$ cat src/rtl/phoneme_sample_player.sv
// Phoneme sample player: looks up a phoneme descriptor (start, length) and streams its
// 8-bit PCM samples from sample memory to the DAC, one sample per sample-rate tick.
module phoneme_sample_player #(
  parameter int ADDR_W       = 23,
  parameter int LEN_W        = 16,
  parameter int NUM_PHONEMES = 64,
  parameter int CLK_HZ       = 50_000_000,
  parameter int SAMPLE_HZ    = 8_000
) (
  input  logic              clk,
  input  logic              rst_L,
  input  logic              start_phoneme_output,
  input  logic [7:0]        phoneme_sel,
  output logic              phoneme_speech_busy,
  output logic [7:0]        tbl_index,
  input  logic [ADDR_W-1:0] tbl_start,
  input  logic [LEN_W-1:0]  tbl_len,
  output logic              mem_rd_req,
  output logic [ADDR_W-1:0] mem_addr,
  input  logic              mem_rd_valid,
  input  logic [7:0]        mem_rd_data,
  output logic [7:0]        audio_sample,
  output logic              audio_strobe
);

  localparam int              DIV      = CLK_HZ / SAMPLE_HZ;
  localparam int              DIV_W    = $clog2(DIV);
  localparam logic [DIV_W-1:0] DIV_LAST = DIV_W'(DIV - 1);
  localparam logic [8:0]      NUM_P9   = 9'(NUM_PHONEMES);
  localparam logic [7:0]      MIDSCALE = 8'h80;

  typedef enum logic [2:0] {
    S_IDLE,
    S_LOOKUP,
    S_LOAD,
    S_FETCH,
    S_WAIT,
    S_DONE
  } state_e;

  state_e              state_q, state_d;
  logic [DIV_W-1:0]    div_q, div_d;
  logic [7:0]          index_q, index_d;
  logic                busy_q, busy_d;
  logic [ADDR_W-1:0]   addr_q, addr_d;
  logic [LEN_W-1:0]    remaining_q, remaining_d;
  logic [7:0]          buffer_q, buffer_d;
  logic [7:0]          sample_q, sample_d;
  logic                strobe_q, strobe_d;
  logic                tick;
  logic                sel_out_of_range;

  // Free-running sample-rate divider; playback state never pauses it.
  assign tick  = (div_q == DIV_LAST);
  assign div_d = tick ? '0 : div_q + 1'b1;

  assign sel_out_of_range = ({1'b0, index_q} >= NUM_P9);

  always_comb begin
    // NOTE: every next-state value defaults to its current value first, so no branch of
    // the case below can leave a signal unassigned and infer a latch.
    state_d     = state_q;
    index_d     = index_q;
    busy_d      = busy_q;
    addr_d      = addr_q;
    remaining_d = remaining_q;
    buffer_d    = buffer_q;
    sample_d    = sample_q;
    strobe_d    = 1'b0;
    mem_rd_req  = 1'b0;

    unique case (state_q)
      S_IDLE: begin
        if (start_phoneme_output) begin
          index_d = phoneme_sel;
          busy_d  = 1'b1;
          state_d = S_LOOKUP;
        end
      end
      S_LOOKUP: state_d = S_LOAD;
      S_LOAD: begin
        addr_d      = tbl_start;
        remaining_d = tbl_len;
        state_d     = (tbl_len == '0 || sel_out_of_range) ? S_DONE : S_FETCH;
      end
      S_FETCH: begin
        mem_rd_req = 1'b1;
        if (mem_rd_valid) begin
          buffer_d = mem_rd_data;
          addr_d   = addr_q + 1'b1;
          state_d  = S_WAIT;
        end
      end
      S_WAIT: begin
        // A tick seen in FETCH is simply missed; the sample waits here for the next one.
        if (tick) begin
          sample_d    = buffer_q;
          strobe_d    = 1'b1;
          remaining_d = (remaining_q == '0) ? '0 : remaining_q - 1'b1;
          state_d     = (remaining_q <= LEN_W'(1)) ? S_DONE : S_FETCH;
        end
      end
      S_DONE: begin
        if (tick) begin
          sample_d = MIDSCALE;
          strobe_d = 1'b1;
          busy_d   = 1'b0;
          state_d  = S_IDLE;
        end
      end
      default: state_d = S_IDLE;
    endcase
  end

  // NOTE: sequential state uses non-blocking assignments so every register samples the
  // pre-edge values computed above, independent of statement order.
  always_ff @(posedge clk or negedge rst_L) begin
    if (!rst_L) begin
      state_q     <= S_IDLE;
      div_q       <= '0;
      index_q     <= '0;
      busy_q      <= 1'b0;
      addr_q      <= '0;
      remaining_q <= '0;
      buffer_q    <= '0;
      sample_q    <= MIDSCALE;
      strobe_q    <= 1'b0;
    end else begin
      state_q     <= state_d;
      div_q       <= div_d;
      index_q     <= index_d;
      busy_q      <= busy_d;
      addr_q      <= addr_d;
      remaining_q <= remaining_d;
      buffer_q    <= buffer_d;
      sample_q    <= sample_d;
      strobe_q    <= strobe_d;
    end
  end

  assign phoneme_speech_busy = busy_q;
  assign tbl_index           = index_q;
  assign mem_addr            = addr_q;
  assign audio_sample        = sample_q;
  assign audio_strobe        = strobe_q;

endmodule
$ cat config.mk
export PLATFORM = sky130hd
export DESIGN_NAME = phoneme_sample_player
export DESIGN_NICKNAME = d
export VERILOG_FILES = /design/src/rtl/phoneme_sample_player.sv
export SDC_FILE = /design/constraint.sdc
export NUM_CORES = 1
export LEC_CHECK = 0
export CORE_MARGIN = 2
export CORE_UTILIZATION = 46
export CTS_CLUSTER_DIAMETER = 150
export DETAILED_ROUTE_END_ITERATION = 10
export GPL_TIMING_DRIVEN = 1
export HOLD_SLACK_MARGIN = 0.1
export PLACE_DENSITY_LB_ADDON = 0.12
export RECOVER_POWER = 100
export SYNTH_ARGS = -nofsm -noshare
export SYNTH_HDL_FRONTEND = slang
export SYNTH_SLANG_ARGS = --single-unit
$ cat constraint.sdc
create_clock -name clk -period 1.74 [get_ports clk]
set_input_delay 0.348 -clock clk [delete_from_list [all_inputs] [get_ports clk]]
set_output_delay 0.348 -clock clk [all_outputs]
set_load 0.03 [all_outputs]
### Power grid, run 1

Scale bar: 20 um. Pins as bars on the die edge. Tap cells in grey.
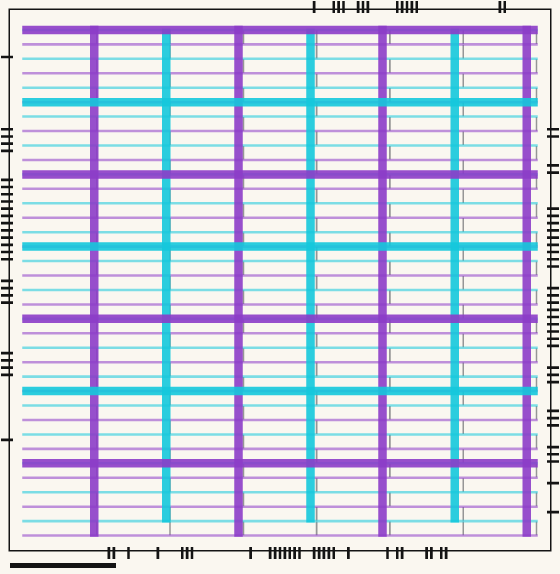
legend:
  VSS:
    colour: purple
  VDD:
    colour: cyan
signal pins: 101
met4 straps: 7

### I/O nets highlighted, run 1

Scale bar: 20 um.
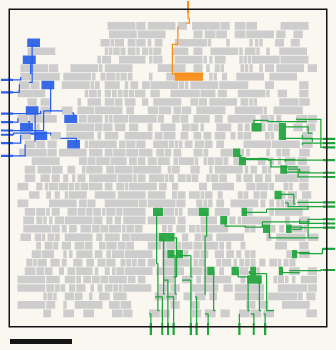
legend:
  tbl_start:
    colour: green
    bits: 23
    direction: input
    edge: 13 east, 10 south
    end_cells: 23
    buffers: 23
    wire: 604 um
  phoneme_sel:
    colour: blue
    bits: 8
    direction: input
    edge: west
    end_cells: 8
    buffers: 8
    wire: 125 um
  phoneme_speech_busy:
    colour: orange
    bits: 1
    direction: output
    edge: north
    end_cells: 1
    buffers: 1
    wire: 32.2 um

==> tab_implementation.tex, run 1 <==
% Generated from flow reports
\begin{tabular}{lr}
\hline
Metric & Value \\
\hline
\multicolumn{2}{l}{\textbf{Floorplan}} \\
\quad Number of well-tap cells placed & 129 \\
\quad Die Footprint & 0.0103 sq mm \\
\quad Number of placed I/O pins & 101 \\
\multicolumn{2}{l}{\textbf{Timing}} \\
\quad Timing-limited maximum frequency & 548 MHz \\
\quad Worst-case setup margin in the final layout & -0.0853 ns \\
\quad Relative max-transition margin & 0.577 \\
\quad Setup Viol. Count Final & 17 \\
\quad Slew of the pin with the lowest slew margin & 0.635 ns \\
\quad TNS Setup & -0.616 ns \\
\multicolumn{2}{l}{\textbf{Cells and area}} \\
\quad Non-Filler Instances & 798 \\
\quad Post-route cell area & 0.00665 sq mm \\
\quad Max reg flops & 23 \\
\quad Top Layout Cells & buf\_4, dfrtp\_1, nand2\_1 \\
\quad \# clk buffers & 10 \\
\quad Core Util, Final & 0.719 \\
\quad Dominant logic cell type in the layout & buf\_4 \\
\quad Multi-input gates & 352 \\
\quad Logic inverters & 16 \\
\quad Proportion of cell area occupied by multi-input gates & 0.367 \\
\quad Share of final-layout standard cells stronger than drive strength 1 & 0.283 \\
\multicolumn{2}{l}{\textbf{Synth}} \\
\quad Area share of and-or/or-and cells after synthesis & 0.212 \\
\quad Top-area cell share & 0.456 \\
\quad XOR Share, Synth & 0.0240 \\
\quad Area fraction in mux cells & 0.0251 \\
\quad Synth unique cells & 67 \\
\quad Post-synth top cells & dfrtp\_1, nand2\_1, a21oi\_1, nor2\_1 \\
\quad Dominant synthesized flop cell & dfrtp\_1 \\
\quad Yosys synthesis warning count & 0 \\
\quad Cell type with the largest total area after synthesis & dfrtp\_1 \\
\quad Number of nets at floorplan & 537 \\
\quad Ys cells & roughly 470 \\
\quad Share of synthesized cell area in and, or, nand and nor gates & 0.217 \\
\quad Synth async-reset ratio & 1.00 \\
\multicolumn{2}{l}{\textbf{Setup path}} \\
\quad Type of origin of the critical path & flip-flop \\
\quad CP endpoint kind & flip-flop \\
\quad Reg-to-Reg End & state\_q[1]\$\_DFFE\_PN0P\_ \\
\quad Longest individual stage delay on the worst path & 0.40 ns \\
\quad Critical setup path kind & reg -> reg \\
\quad Crit path max-delay family & simple AND/OR/NAND/NOR gates \\
\quad Critical path data arrival time & just over 2 ns \\
\multicolumn{2}{l}{\textbf{Pwr}} \\
\quad Power dissipated in combinational cells & 0.000263 W \\
\quad Gate power share & 0.072 \\
\quad Net switching share of the total power & 0.240 \\
\quad Fraction of power consumed by the clock network & 0.407 \\
\quad Internal cell power & 0.00277 W \\
\quad P\_leak & between 3 and 4 nW \\
\multicolumn{2}{l}{\textbf{Place}} \\
\quad Number of placed instances, taps included & 765 \\
\quad Port Buffer Count & 100 \\
\quad Area after detailed placement & 0.00622 sq mm \\
\multicolumn{2}{l}{\textbf{Clocking}} \\
\quad Post\_cts resized & 61 \\
\quad CTS Buf Count & 9 \\
\quad Clock tree from TritonCTS & yes \\
\quad Htree depth & 3 \\
\quad Post-CTS setup repair buffer count & 3 \\
\quad Latency at later pin & between 0.3 and 0.4 ns \\
\multicolumn{2}{l}{\textbf{Route}} \\
\quad Post-route antenna net violation count & 0 \\
\quad Via count of the routed design & 4527 \\
\quad Total detailed-routing wirelength & between 10000 and 15000 um \\
\quad Count of unresolved DRC violations after routing & 0 \\
\quad Post-DR wirelength/cell & 16.0 um \\
\quad Iteration count of the initial detailed-routing pass & 5 \\
\quad Post-DR vias/cell & 5.67 \\
\quad Initial drt markers & $\sim$170 \\
\multicolumn{2}{l}{\textbf{Min path}} \\
\quad Min-delay worst type & reg -> reg \\
\quad Start point of the worst hold path & buffer\_q[2]\$\_DFFE\_PN0P\_ \\
\quad Hold Crit Depth & 2 \\
\multicolumn{2}{l}{\textbf{GRT}} \\
\quad Initial antenna violation count & 0 \\
\quad Global-route wire length before repair & 20400 um \\
\multicolumn{2}{l}{\textbf{Run status}} \\
\quad Outcome & finished with violations \\
\quad Violated checks & setup timing \\
\hline
\end{tabular}
### Placed standard cells, run 1

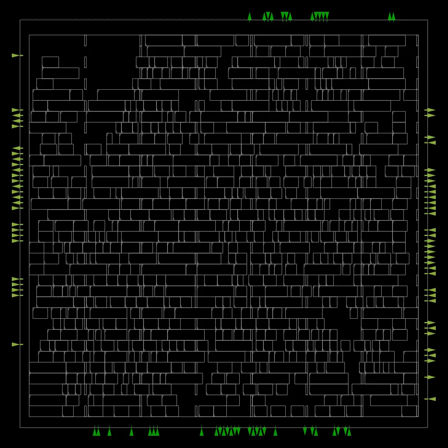
layout sequential cell count: 81
row count: 35
number of filler instances in the final layout: 712

run 1: per-layer routing:
layer	global-route usage	part of all wire
met2	0.430	0.50
met1	0.316	0.42
met4	0.0977	0.023
met3	0.0393	0.050
met5	0	0
run 1: worst max-delay path by stage:
stage | start | endpoint | slack, ns
global placement | tbl_len[14] | state_q[1]$_DFFE_PN0P_ | -0.46
finish | remaining_q[13]$_DFFE_PN0P_ | state_q[1]$_DFFE_PN0P_ | -0.09
floorplan | mem_addr[0]$_DFFE_PN0P_ | mem_addr[22]$_DFFE_PN0P_ | -0.07
global route | remaining_q[10]$_DFFE_PN0P_ | state_q[1]$_DFFE_PN0P_ | -0.18
detailed placement | tbl_len[13] | state_q[1]$_DFFE_PN0P_ | -0.46
CTS | remaining_q[13]$_DFFE_PN0P_ | state_q[1]$_DFFE_PN0P_ | -0.08
### Local utilization, run 1

Scale bar: 20 um. 10 x 10 tiles, from white (low) to dark blue (high), 0 to 100% covered.
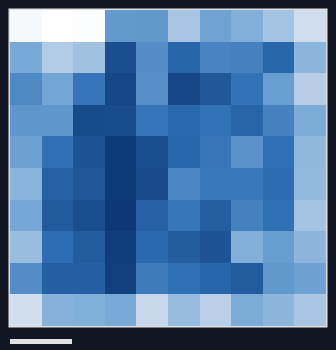

==> run 2: changes to the inputs <==
CORE_UTILIZATION = 47   (was 46)
CTS_BUF_LIST = sky130_fd_sc_hd__clkbuf_4 sky130_fd_sc_hd__clkbuf_8   (was unset)
SKIP_CTS_REPAIR_TIMING = 1   (was unset)
TNS_END_PERCENT = 20   (was unset)
### Local utilization, run 2

Scale bar: 20 um. 10 x 10 tiles, from white (low) to dark blue (high), 0 to 100% covered.
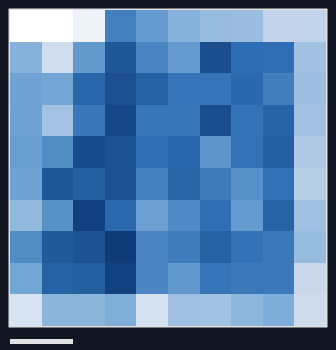
emptiest ninth of the die: north-west
fullest tile: 96%
mean over tiles: 60%
nearly empty tiles: 2.0%
tiles over 75% full: 28%

### Register map, names as in the netlist, run 2

Scale bar: 20 um. Other sequential cells in the stronger grey, the rest of the logic in the fainter grey.
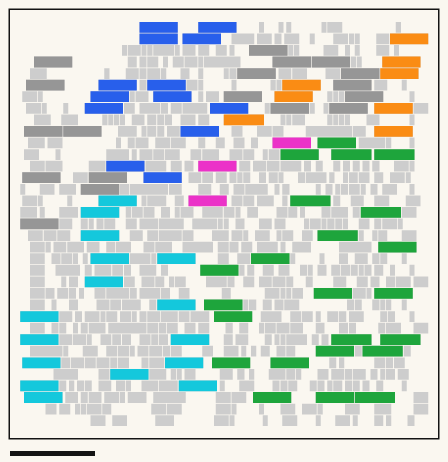
legend:
  mem_addr:
    colour: green
    placed_flops: 23
  div_q:
    colour: blue
    placed_flops: 13
  remaining_q:
    colour: cyan
    placed_flops: 16
  state_q:
    colour: magenta
    placed_flops: 3
  audio_sample:
    colour: orange
    placed_flops: 8
    where: north-east
not coloured: 18

### Placed standard cells, run 2

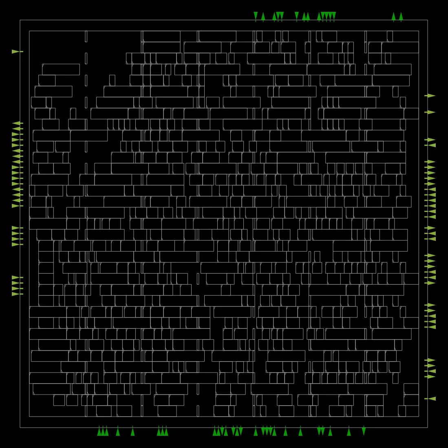
flop share of the area: 0.326
number of filler instances in the final layout: 779
Core Util, Final: 0.683
number of well-tap cells placed: 111

==> run 2 against run 1 <==
The run still ends with setup timing left. Critical endpoint is now remaining_q[14]$_DFFE_PN0P_. Largest cell class unchanged. Global-route usage down 0.48 points. Clock power about the same. Cell count down 4.6%. Setup slack got worse by 0.043 ns. Area after synthesis unchanged. Sequential share of layout area increased by 1.9 points.
==> tab_implementation.tex, run 2 <==
% Generated from flow reports
\begin{tabular}{lr}
\hline
Metric & Value \\
\hline
\multicolumn{2}{l}{\textbf{Floorplan}} \\
\quad Row count & 35 \\
\quad Core Region & 0.00915 sq mm \\
\quad Die Footprint & 0.0101 sq mm \\
\quad Number of placed I/O pins & 101 \\
\multicolumn{2}{l}{\textbf{Pwr}} \\
\quad Seq pwr share & 0.522 \\
\quad Net switching share of the total power & 0.242 \\
\quad P\_leak & 2.75 nW \\
\quad Fraction of power consumed by the clock network & 0.407 \\
\quad Total Power Consumption & 0.00364 W \\
\quad Sw power & 0.000881 W \\
\quad Maximum vdd drop & 0.000333 V \\
\quad Internal cell power & around 0.0028 W \\
\quad Gate power share & 0.071 \\
\quad Power dissipated in combinational cells & $\sim$0.00026 W \\
\multicolumn{2}{l}{\textbf{Clocking}} \\
\quad Root Buffer & clkbuf\_8 \\
\quad CTS Buf Count & 9 \\
\quad Number of clock sinks seen by CTS & 81 \\
\quad Latency at later pin & 0.37 ns \\
\quad Clk buf depth & 2 \\
\quad Htree depth & 3 \\
\quad CTS clk-pin slew, worst paths & about 0.10 ns \\
\quad Clock tree from TritonCTS & yes \\
\multicolumn{2}{l}{\textbf{Synth}} \\
\quad Share of synthesized cell area in and, or, nand and nor gates & 0.217 \\
\quad Top post-synthesis cells by area & dfrtp\_1, nand2\_1, a21oi\_1, a22o\_1, o22ai\_1 \\
\quad Cells after synthesis & 472 \\
\quad Synth Seq Share & 0.462 \\
\quad XOR Share, Synth & 0.0240 \\
\quad Synth unique cells & about 67 \\
\quad EDFF count, synth & 0 \\
\quad Area share of and-or/or-and cells after synthesis & 0.212 \\
\quad Post-synthesis chip area from yosys & 0.00439 sq mm \\
\quad Area fraction in mux cells & 0.0251 \\
\quad Post-synth top cells & dfrtp\_1, nand2\_1, a21oi\_1, nor2\_1 \\
\quad Yosys synthesis warning count & 0 \\
\quad Synth flops & 81 \\
\quad Largest non-sequential cell family by area & simple AND/OR/NAND/NOR gates \\
\quad Cell type with the largest total area after synthesis & dfrtp\_1 \\
\quad Number of nets at floorplan & 537 \\
\quad Top-area cell share & 0.456 \\
\quad Dominant synthesized flop cell & dfrtp\_1 \\
\quad Mapped cell area & 0.00439 sq mm \\
\quad Ys cells & 472 \\
\quad Average footprint of a synthesized cell & 9.30 sq um \\
\quad Synth async-reset ratio & 1.00 \\
\multicolumn{2}{l}{\textbf{Cells and area}} \\
\quad Largest class & combinational gates \\
\quad Logic inverters & 16 \\
\quad Post-route cell area & 0.00625 sq mm \\
\quad Max reg flops & 23 \\
\quad Non-Filler Instances & 761 \\
\quad Top Layout Cells & dfrtp\_1, buf\_4, nand2\_1 \\
\quad Footprint of the flip-flops and latches & 0.00204 sq mm \\
\quad Antenna Diode Count & 0 \\
\quad Non-clock buffer count in the final layout & $\sim$190 \\
\quad Multi-input gates & 350 \\
\quad \# clk buffers & 10 \\
\quad Share of final-layout standard cells stronger than drive strength 1 & 0.251 \\
\quad Dominant logic cell type in the layout & dfrtp\_1 \\
\quad Proportion of cell area occupied by multi-input gates & 0.380 \\
\quad Fraction of area in clock buffers and inverters & 0.0336 \\
\quad Proportion of final cell area spent on non-clock buffers & 0.229 \\
\quad Layout sequential cell count & 81 \\
\multicolumn{2}{l}{\textbf{Timing}} \\
\quad Relative max-transition margin & 0.406 \\
\quad TNS Setup & -0.471 ns \\
\quad Total count of max-transition violations in the final report & 0 \\
\quad Worst-case setup margin in the final layout & -0.128 ns \\
\quad Clock skew & between 0.01 and 0.015 ns \\
\quad Slew of the pin with the lowest slew margin & just under 0.9 ns \\
\quad Final worst path period share & 1.07 \\
\quad Setup Viol. Count Final & 18 \\
\quad Timing-limited maximum frequency & 535 MHz \\
\quad Endpoints failing hold & 0 \\
\multicolumn{2}{l}{\textbf{Setup path}} \\
\quad Max FO, Critical Path & 3 \\
\quad Cell at the slowest stage of the critical path & or4\_1 \\
\quad Critical Path Source & div\_q[8]\$\_DFF\_PN0\_ \\
\quad Longest individual stage delay on the worst path & about 0.52 ns \\
\quad Required time worst endpoint & around 2.0 ns \\
\quad CP Capture Point & remaining\_q[14]\$\_DFFE\_PN0P\_ \\
\quad Critical setup path kind & reg -> reg \\
\quad CP endpoint kind & flip-flop \\
\quad Worst-path cell chain & nor4bb\_2 -> and4\_4 -> nor2\_4 -> or4\_1 -> o211ai\_1 \\
\quad Reg-to-Reg End & remaining\_q[14]\$\_DFFE\_PN0P\_ \\
\quad Critical path data arrival time & 2.15 ns \\
\quad Setup slack of the worst register-to-register path & -0.13 ns \\
\quad Stages on worst setup path & 5 \\
\quad Worst R2R Path Depth & 5 \\
\quad Type of origin of the critical path & flip-flop \\
\quad Crit path max-delay family & simple AND/OR/NAND/NOR gates \\
\multicolumn{2}{l}{\textbf{Route}} \\
\quad Routed wire length on met2 & 6160 um \\
\quad Initial drt markers & 204 \\
\quad Iteration count of the initial detailed-routing pass & 5 \\
\quad Met3 routed wirelength & $\sim$820 um \\
\quad Post-DR wirelength/cell & about 17 um \\
\quad Post-route met1 wirelength & 5410 um \\
\quad Post-DR vias/cell & 5.78 \\
\quad Count of unresolved DRC violations after routing & 0 \\
\quad Total detailed-routing wirelength & roughly 13000 um \\
\quad Uppermost signal routing layer after detailed routing & met4 \\
\quad Post-route antenna net violation count & 0 \\
\quad Via count of the routed design & 4402 \\
\multicolumn{2}{l}{\textbf{GRT}} \\
\quad M1 GR Usage & 0.327 \\
\quad Initial antenna violation count & 0 \\
\quad Number of global-route vias before repair & 4178 \\
\quad Met3 Usage GRT & 0.0402 \\
\quad Global-route wire length before repair & 19800 um \\
\quad GRT busiest layer & met2 \\
\quad Largest net degree at the start of global routing & 40 \\
\quad Global routing met2 resource utilization & 0.410 \\
\multicolumn{2}{l}{\textbf{Min path}} \\
\quad Min-delay worst type & in -> reg \\
\multicolumn{2}{l}{\textbf{Place}} \\
\quad Number of placed instances, taps included & 738 \\
\quad Port Buffer Count & 100 \\
\quad Area after detailed placement & 0.00609 sq mm \\
\quad Routability cong. & 0.911 \\
\multicolumn{2}{l}{\textbf{Run status}} \\
\quad Violated checks & setup timing \\
\quad Outcome & finished with violations \\
\hline
\end{tabular}
==> run 2: how the worst min path moves through the flow <==
| stage | from | endpoint | slack, ns | depth (start not counted) |
|---|---|---|---|---|
| after detailed placement | rst_L | mem_addr[2]$_DFFE_PN0P_ | 0.34 | 1 |
| after CTS | rst_L | mem_addr[2]$_DFFE_PN0P_ | -0.05 | 1 |
| after global routing | tbl_len[13] | remaining_q[13]$_DFFE_PN0P_ | 0.36 | 3 |
| after floorplan | rst_L | audio_sample[0]$_DFFE_PN0P_ | 0.05 | 0 |
| after global placement | rst_L | mem_addr[2]$_DFFE_PN0P_ | 0.34 | 1 |
| final | tbl_len[13] | remaining_q[13]$_DFFE_PN0P_ | 0.35 | 3 |
==> run 3: changes to the inputs <==
SLEW_MARGIN = 25   (was unset)
### Register map, names as in the netlist, run 3

Scale bar: 20 um. Other sequential cells in the stronger grey, the rest of the logic in the fainter grey.
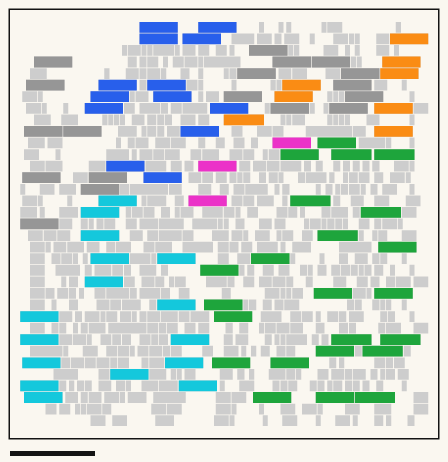
total sequential power: 0.00190 W
footprint of the flip-flops and latches: 0.00204 sq mm

### Local utilization, run 3

Scale bar: 20 um. 10 x 10 tiles, from white (low) to dark blue (high), 0 to 100% covered.
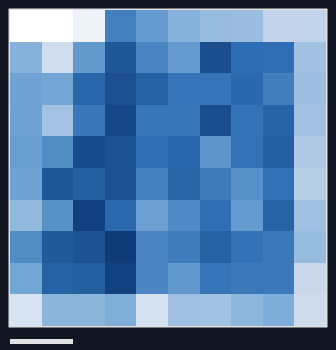
fullest tile: 96%
emptiest ninth of the die: north-west
tiles over 75% full: 28%
nearly empty tiles: 2.0%
mean over tiles: 60%
densest ninth of the die: centre
Pre-Place Util: 0.479
Core Region: 0.00915 sq mm

### Power grid, run 3

Scale bar: 20 um. Pins as bars on the die edge. Tap cells in grey.
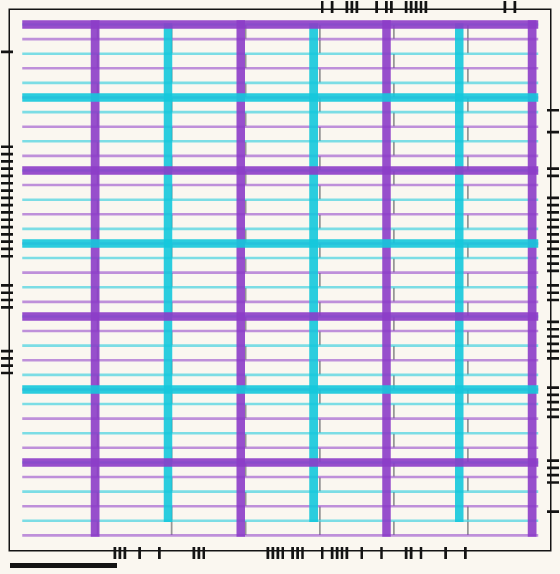
legend:
  VSS:
    colour: purple
  VDD:
    colour: cyan
met5 straps: 7
rows: 35
signal pins: 101
tap cells: 111
met4 straps: 7
maximum vdd drop: 0.000333 V
y dimension of the die: 101 um
Horiz. Die Dim: 101 um

==> run 3 against run 2 <==
The flow still finishes with violations (setup timing). Maximum frequency is the same. Largest power group unchanged. Utilization is the same. Setup slack is the same. Highest routed layer unchanged. Combinational power about the same. Cell count did not move. Critical endpoint unchanged.
==> tab_implementation.tex, run 3 <==
% Generated from flow reports
\begin{tabular}{lr}
\hline
Metric & Value \\
\hline
\multicolumn{2}{l}{\textbf{Route}} \\
\quad Post-DR vias/cell & 5.78 \\
\quad Initial drt markers & 204 \\
\quad Post-route antenna net violation count & 0 \\
\quad Post-route met1 wirelength & 5410 um \\
\quad Via count of the routed design & 4402 \\
\quad Uppermost signal routing layer after detailed routing & met4 \\
\quad Iteration count of the initial detailed-routing pass & 5 \\
\quad Post-DR wirelength/cell & approximately 17 um \\
\quad Count of unresolved DRC violations after routing & 0 \\
\quad Routed wire length on met2 & around 6200 um \\
\quad Total detailed-routing wirelength & between 10000 and 15000 um \\
\quad Met3 routed wirelength & about 800 um \\
\multicolumn{2}{l}{\textbf{Cells and area}} \\
\quad Non-clock buffer count in the final layout & 187 \\
\quad Layout sequential cell count & 81 \\
\quad Largest class & combinational gates \\
\quad \# clk buffers & 10 \\
\quad Top Layout Cells & dfrtp\_1, buf\_4, nand2\_1 \\
\quad Nets & approximately 710 \\
\quad Dominant logic cell type in the layout & dfrtp\_1 \\
\quad Area Growth Syn to Fin & 42.5\% \\
\quad Gate Area & about 0.0024 sq mm \\
\quad Non-Filler Instances & 761 \\
\quad Proportion of final cell area spent on non-clock buffers & 0.229 \\
\quad Antenna Diode Count & 0 \\
\quad Multi-input gates & 350 \\
\quad Number of filler instances in the final layout & approximately 780 \\
\quad Logic inverters & 16 \\
\quad Post-route cell area & about 0.0063 sq mm \\
\quad Max reg flops & 23 \\
\quad Flop share of the area & 0.326 \\
\quad Core Util, Final & 0.683 \\
\quad Fraction of area in clock buffers and inverters & 0.0336 \\
\quad Proportion of cell area occupied by multi-input gates & 0.380 \\
\quad Share of final-layout standard cells stronger than drive strength 1 & 0.251 \\
\multicolumn{2}{l}{\textbf{Synth}} \\
\quad XOR Share, Synth & 0.0240 \\
\quad Synth async-reset ratio & 1.00 \\
\quad Synth unique cells & approximately 67 \\
\quad Dominant synthesized flop cell & dfrtp\_1 \\
\quad Yosys synthesis warning count & 0 \\
\quad Area fraction in mux cells & 0.0251 \\
\quad Most instantiated library cell after synthesis & dfrtp\_1 \\
\quad Mapped cell area & 0.00439 sq mm \\
\quad Area share of and-or/or-and cells after synthesis & 0.212 \\
\quad Average footprint of a synthesized cell & 9.30 sq um \\
\quad Number of nets at floorplan & 537 \\
\quad Synth Seq Share & 0.462 \\
\quad Top-area cell share & 0.456 \\
\quad Synth flops & 81 \\
\quad EDFF count, synth & 0 \\
\quad Area fraction in full adders, half adders and majority gates & 0.0171 \\
\quad Cells after synthesis & roughly 470 \\
\quad Ys cells & $\sim$470 \\
\quad Cell type with the largest total area after synthesis & dfrtp\_1 \\
\quad Post-synth top cells & dfrtp\_1, nand2\_1, a21oi\_1, nor2\_1 \\
\quad Largest non-sequential cell family by area & simple AND/OR/NAND/NOR gates \\
\quad Share of synthesized cell area in and, or, nand and nor gates & 0.217 \\
\quad Top post-synthesis cells by area & dfrtp\_1, nand2\_1, a21oi\_1, a22o\_1, o22ai\_1 \\
\quad Post-synthesis chip area from yosys & 0.00439 sq mm \\
\multicolumn{2}{l}{\textbf{Timing}} \\
\quad Relative max-transition margin & 0.406 \\
\quad Post-layout minimum cycle time & 1.87 ns \\
\quad Unrepaired setup endpoints after global routing & true \\
\quad Endpoints failing hold & 0 \\
\quad Hold slack final & 0.349 ns \\
\quad TNS Setup & -0.471 ns \\
\quad Setup Viol. Count Final & 18 \\
\quad Total count of max-transition violations in the final report & 0 \\
\quad Clock skew & between 0.01 and 0.015 ns \\
\quad Worst-case setup margin in the final layout & -0.128 ns \\
\quad Timing-limited maximum frequency & 535 MHz \\
\quad Slew of the pin with the lowest slew margin & 0.891 ns \\
\quad Final worst path period share & 1.07 \\
\multicolumn{2}{l}{\textbf{Place}} \\
\quad Routability cong. & roughly 0.9 \\
\quad Number of placed instances, taps included & 738 \\
\quad Port Buffer Count & $\sim$100 \\
\quad DP Worst Slack & -0.505 ns \\
\quad Area after detailed placement & 0.00609 sq mm \\
\quad Half-perimeter wire length of the detailed placement result & 8830 um \\
\multicolumn{2}{l}{\textbf{Pwr}} \\
\quad Fraction of power consumed by the clock network & 0.407 \\
\quad Seq pwr share & 0.522 \\
\quad Main power-consuming group & registers \\
\quad Gate power share & 0.071 \\
\quad Cell Pwr Density & slightly below 600 mW/mm\^{}2 \\
\quad Internal cell power & 0.00276 W \\
\quad Sw power & 0.000881 W \\
\quad Power dissipated in combinational cells & about 0.00026 W \\
\quad Total Power Consumption & roughly 0.0036 W \\
\quad P\_leak & between 2 and 3 nW \\
\quad Net switching share of the total power & 0.242 \\
\quad Clock group power & $\sim$0.0015 W \\
\multicolumn{2}{l}{\textbf{Setup path}} \\
\quad Type of origin of the critical path & flip-flop \\
\quad Critical setup path kind & reg -> reg \\
\quad Critical Path Source & div\_q[8]\$\_DFF\_PN0\_ \\
\quad Setup slack of the worst register-to-register path & -0.13 ns \\
\quad Cell at the slowest stage of the critical path & or4\_1 \\
\quad Required time worst endpoint & 2.03 ns \\
\quad CP endpoint kind & flip-flop \\
\quad Worst-path cell chain & nor4bb\_2 -> and4\_4 -> nor2\_4 -> or4\_1 -> o211ai\_1 \\
\quad Crit path max-delay family & simple AND/OR/NAND/NOR gates \\
\quad Max FO, Critical Path & 3 \\
\quad Critical path data arrival time & 2.15 ns \\
\quad Source of the worst register-to-register timing path & div\_q[8]\$\_DFF\_PN0\_ \\
\quad Longest individual stage delay on the worst path & 0.52 ns \\
\quad WP buf/inv & 0 \\
\multicolumn{2}{l}{\textbf{Min path}} \\
\quad Start point of the worst hold path & tbl\_len[13] \\
\quad Min-delay worst type & in -> reg \\
\multicolumn{2}{l}{\textbf{GRT}} \\
\quad Global-route wire length before repair & 19800 um \\
\quad Global route total overflow & 0 \\
\quad Global-route usage over all layers & 0.245 \\
\quad Initial antenna violation count & 0 \\
\quad Number of global-route vias before repair & between 4000 and 5000 \\
\quad Largest net degree at the start of global routing & 40 \\
\multicolumn{2}{l}{\textbf{Floorplan}} \\
\quad Die Footprint & roughly 0.010 sq mm \\
\quad Row count & 35 \\
\quad Number of well-tap cells placed & approximately 110 \\
\quad Number of placed I/O pins & 101 \\
\multicolumn{2}{l}{\textbf{Run status}} \\
\quad Outcome & finished with violations \\
\quad Violated checks & setup timing \\
\multicolumn{2}{l}{\textbf{Clocking}} \\
\quad Clock tree from TritonCTS & yes \\
\quad Root Buffer & clkbuf\_8 \\
\quad Htree depth & 3 \\
\quad Latency at later pin & 0.37 ns \\
\quad Clk buf depth & 2 \\
\quad Number of clock sinks seen by CTS & 81 \\
\quad CTS clk-pin slew, worst paths & 0.10 ns \\
\quad CTS Buf Count & 9 \\
\multicolumn{2}{l}{\textbf{Job}} \\
\quad Number of warning messages in the logs & 31 \\
\quad Count of max-cap constraint violations & 0 \\
\hline
\end{tabular}
## run 3: cell counts after synthesis
No cell type changed its count.
## run 3: path summary, 6_finish.rpt
check                      cells after the start                          end
max                                            5  remaining_q[14]$_DFFE_PN0P_
min                                            3  remaining_q[13]$_DFFE_PN0P_
max reg2reg                                    5  remaining_q[14]$_DFFE_PN0P_
min reg2reg                                    2      buffer_q[1]$_DFFE_PN0P_
max in group asynchronous                      3     tbl_index[1]$_DFFE_PN0P_
min in group asynchronous                      2  audio_sample[4]$_DFFE_PN0P_
## run 3: layer usage
metal	up-vias	track usage
li1	2094	-
met1	2108	0.327
met2	178	0.410
met3	22	0.0402
met4	0	0.0759
met5	-	0
Power and IR drop assume default switching activity.
